### Power grid, run 1

The bar under the picture is 20 um long. Pins as bars on the die edge. Tap cells in gray.
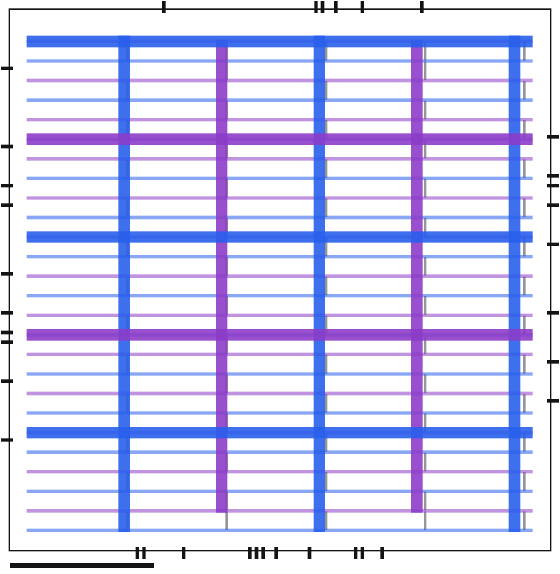
### Cell classes on the final placement, run 1

The bar under the picture is 20 um long.
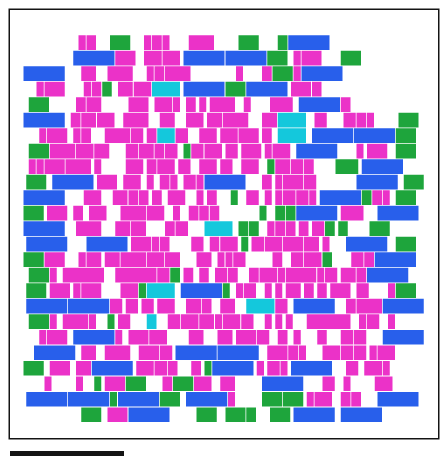
### Clock network drawn from the DEF, run 1

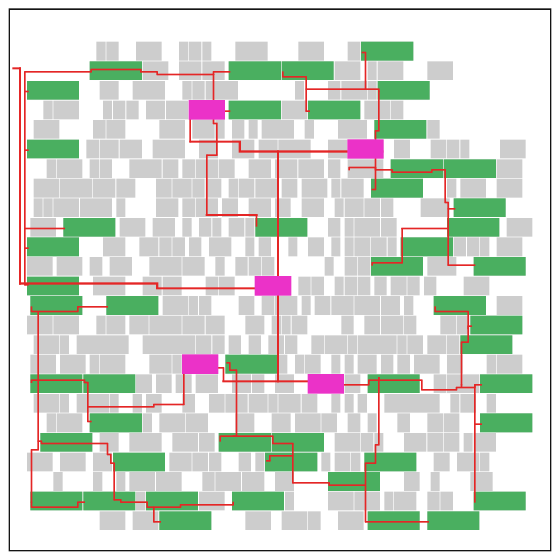
Design acc_record_transmitter_flat, sky130hd; sources not shown.
==> notes.md, run 1 <==
Main metrics from the flow reports.

The run finished with clean final reports. The aggregate global-route resource usage is 30.7%. The distinct cell type count of the synthesized netlist came out at 53. The multi-input combinational area share came out at 53.6%. Using the TritonRoute via totals, the vias-per-cell ratio works out to 6.25.

The critical path runs through a total of 7 cells. The cell area after placement came out at 0.00339 mm^2. The clock root buffer is sky130_fd_sc_hd__clkbuf_8.

The routed design shows a wire length per standard cell of 17.3 um. The cell type taking the most area is combinational gates. The post-synthesis sequential area ratio is 32.9%.

The commonest register cell is sky130_fd_sc_hd__dfxtp_1. The yosys cell count is 350. The number of antenna diodes in the final layout is 0. The most numerous cell in the Yosys netlist is sky130_fd_sc_hd__dfxtp_1. The transition time at the pin with the least slew margin came out at 0.607 ns. The register area is 981 um^2. The largest total area in the synthesized netlist belongs to sky130_fd_sc_hd__dfxtp_1. The kind of cell with the highest combined delay on the critical path is simple AND/OR/NAND/NOR gates. The number of CTS-inserted buffers came out at 5. The critical path startpoint category is an input port.

The signal on the critical path passes through clkdlybuf4s50_1 -> nor3b_1 -> a31oi_1 -> nor3_2 -> nand4_1 -> or3_1 -> a21oi_1. Counting the clock-network buffers in the layout gives 6. The summed instance area of the synthesized netlist is 0.00298 mm^2. The highest cell delay on the worst timing path is 0.57 ns. The non-clock buffer contribution to total cell area is 12.4%. Buffers placed on the I/O ports in this run total 32.

The initial antenna violation count is 0. The maximum clock path buffer count came out at 2. The script reports the combined buffer and inverter count of the critical path as 1.

The share of final-layout standard cells stronger than drive strength 1 is 6.92%. The slowest stage of the critical path is the sky130_fd_sc_hd__clkdlybuf4s50_1 cell. The setup slack after layout is 2.21 ns. The fraction of synthesized cell area taken by the top area cell type came out at 32.9%.
Back to the opening pictures, 'Power grid':
[VDD] purple
[VSS] blue
met4 straps: 5
met1 rails: 26
signal pins: 35
tap cells: 67
met5 straps: 5
maximum VDD drop: 0.202 mV
core region area: 0.00479 mm^2
die extent in x: 75.1 um
vertical die dimension: 75.1 um

Back to the opening pictures, 'Cell classes on the final placement':
[clock drivers and dummy loads] cyan | cells: 8
[registers] blue | cells: 49
[remaining buffers and delay cells] green | cells: 56
[remaining logic cells] magenta | cells: 277
std cell rows: 25
flop share of the area: 28.2%
final core utilization: 72.8%
post-route cell area: 0.00348 mm^2

Back to the opening pictures, 'Clock network drawn from the DEF':
[flip-flops] green | count: 49
[clock wires] red | length: 601 um
[clock-net drivers] magenta | count: 5
routed clock nets: 6
flops lie: all over the die
Clk pwr share: 19.3%
Insertion Delay late pin: 0.31 ns

## run 1: per-layer routing
layer	wire, um	share of wire (%)	vias up	GRT usage, %
met5	0	0	-	0
met1	3250	41	1357	39.1
li1	-	-	1349	-
met4	179	2.3	0	13.1
met3	579	7.3	24	5.89
met2	3890	49	126	50.7
## run 1: cells by family after synthesis
group	Yosys count	synth area share, %
simple gates	126	22.4
compound gates	85	18.8
flops	49	32.9
buf+inv	30	4.53
mux	26	8.77
xor+xnor	17	4.99
fa+ha+maj	17	7.64
## run 1: where the power goes
group          switching (W)  total (W)  internal [W]
combinational       0.000344   0.000571      0.000226
clock               0.000137   0.000249      0.000112
sequential         0.0000369   0.000474      0.000437
total               0.000518    0.00129      0.000776
==> run 2, diff against run 1 <==
--- a/config.mk
+++ b/config.mk
@@ -5,12 +5,12 @@
 export SDC_FILE = /design/constraint.sdc
 export NUM_CORES = 1
 export LEC_CHECK = 0
-export ABC_CLOCK_PERIOD_IN_PS = 5000
+export ABC_CLOCK_PERIOD_IN_PS = 2700
 export CORE_MARGIN = 2
-export CORE_UTILIZATION = 59
+export CORE_UTILIZATION = 56
 export DETAILED_ROUTE_END_ITERATION = 12
 export GPL_TIMING_DRIVEN = 0
-export PLACE_DENSITY = 0.84
+export PLACE_DENSITY = 0.8
 export SYNTH_ARGS = -nofsm -noshare
 export SYNTH_HDL_FRONTEND = slang
 export SYNTH_SLANG_ARGS = --single-unit
==> constraint.sdc (replaced) <==
create_clock -name clk -period 2.7 [get_ports clk]
set_clock_uncertainty 0.05 [all_clocks]
set_input_delay 0.54 -clock clk [delete_from_list [all_inputs] [get_ports clk]]
set_output_delay 0.54 -clock clk [all_outputs]
set_load 0.03 [all_outputs]
### Routing congestion map, run 2

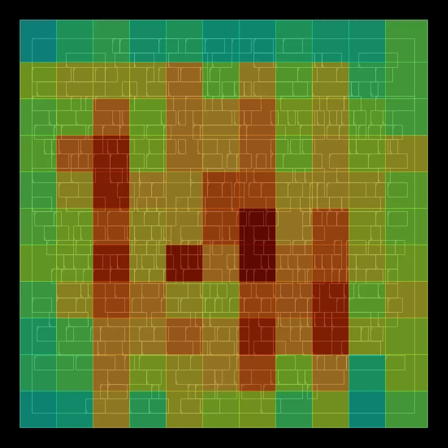
global-route met1 utilization: 35.4%
Avg WL per Cell: 17.5 um
GRT Util Overall: 27.9%
fraction of met2 tracks used by global routing: 48.6%

==> notes.md, run 2 <==
Main metrics from the flow reports.

The non-clock buffer contribution to total cell area is 12.4% (about the same). The transition time at the pin with the least slew margin is 0.648 ns (+0.0409 ns). The kind of cell with the highest combined delay on the critical path is AND-OR/OR-AND gates. The worst IR drop on VDD came to 0.331 mV (+64%). The worst setup path is launched from a register.

The sum of routed wire segments on met1 came out at 3.39 mm (+4.2%). The largest cell class by area is combinational gates. The cell type that accounts for the most area after synthesis is sky130_fd_sc_hd__dfxtp_1. The number of clock buffers in the layout is 5 (-1).

The amount of wire on met2 after detailed routing was 3.97 mm (+2.1%). The flow ran to the end, and the final reports show no timing, DRC or antenna violations. The highest cell delay on the worst timing path was 0.48 ns (-0.09 ns). The synthesized-area fraction occupied by xor and xnor cells is 4.99% (unchanged).

The cell sitting at the root of the clock tree is a sky130_fd_sc_hd__clkbuf_8. The antenna diode count came out at 0 (unchanged). The area share of and-or/or-and cells after synthesis came to 18.8% (unchanged). The number of CTS-inserted buffers was 5 (unchanged). The met3 layer wire length in the routed design is 465 um (-20%). The register area is 981 um^2 (unchanged). The switching power summed over all nets came to 0.000986 W (+90%). The post-synthesis sequential area ratio came out at 32.9% (unchanged). The reported combinational group power is 0.00105 W (+84%). The most crowded layer after global routing is met2. The number of logic stages on the critical path including buffering was 8 (+1). The share of final-layout standard cells stronger than drive strength 1 is 6.92% (unchanged). The area fraction in mux cells is 8.77% (unchanged). The clock network power is 0.000470 W (+89%). After detailed routing, no signal wire sits above met4. The most numerous cell in the Yosys netlist is sky130_fd_sc_hd__dfxtp_1. The report lists the cells along the critical path as ha_1 -> fa_1 -> a21o_1 -> a31oi_1 -> nor4b_1 -> a211o_1 -> a211oi_1 -> nor3_1. The area of all placed cells without fillers is 0.00348 mm^2 (about the same).

The master of the slowest instance on the critical path is sky130_fd_sc_hd__fa_1. Among all flip-flop cells after synthesis, the most frequent one is sky130_fd_sc_hd__dfxtp_1. The die span in y was 77.0 um (+2.5%).

The clock share of power came to 19.6% (+0.3 points). The count of buffer and inverter cells on the critical path came out at 0 (-1). The share of total power consumed by net switching was 41.0% (+1.0 points). The yosys cell count is 350 (unchanged). The chip width is 77.0 um (+2.5%). The initial antenna violation count came to 0 (unchanged).

The total of buffers placed on input and output ports came out at 32 (unchanged). The sequential cell area share came out at 28.2% (about the same). The fraction of synthesized cell area taken by the top area cell type is 32.9% (unchanged). The maximum clock path buffer count came out at 2 (unchanged). The proportion of power drawn by combinational gates was 43.8% (-0.3 points). The core occupancy in the finished layout came out at 68.2% (-4.6 points). The internal power component is 0.00142 W (+83%). The flip-flop and latch power came out at 0.000880 W (+86%). The sequential share of power is 36.6% (about the same).
## run 2: netlist changes by cell type in the layout (fill, tap and decap cells not counted)
cell / before / now
sky130_fd_sc_hd__clkbuf_8: 6 / 5
sky130_fd_sc_hd__inv_6: 0 / 1
sky130_fd_sc_hd__clkinvlp_4: 0 / 1
sky130_fd_sc_hd__clkinv_2: 1 / 0
## run 2: cells by family (layout without fill, tap and decap cells)
| group | Yosys count | count (layout) |
|---|---|---|
| AND-OR/OR-AND | 85 | 85 |
| XOR/XNOR | 17 | 17 |
| adder cells (fa/ha/maj) | 17 | 17 |
| buffers and inverters | 30 | 70 |
| flip-flops | 49 | 49 |
| multiplexers | 26 | 26 |
| AND/OR/NAND/NOR | 126 | 126 |
Power and IR drop assume default switching activity.
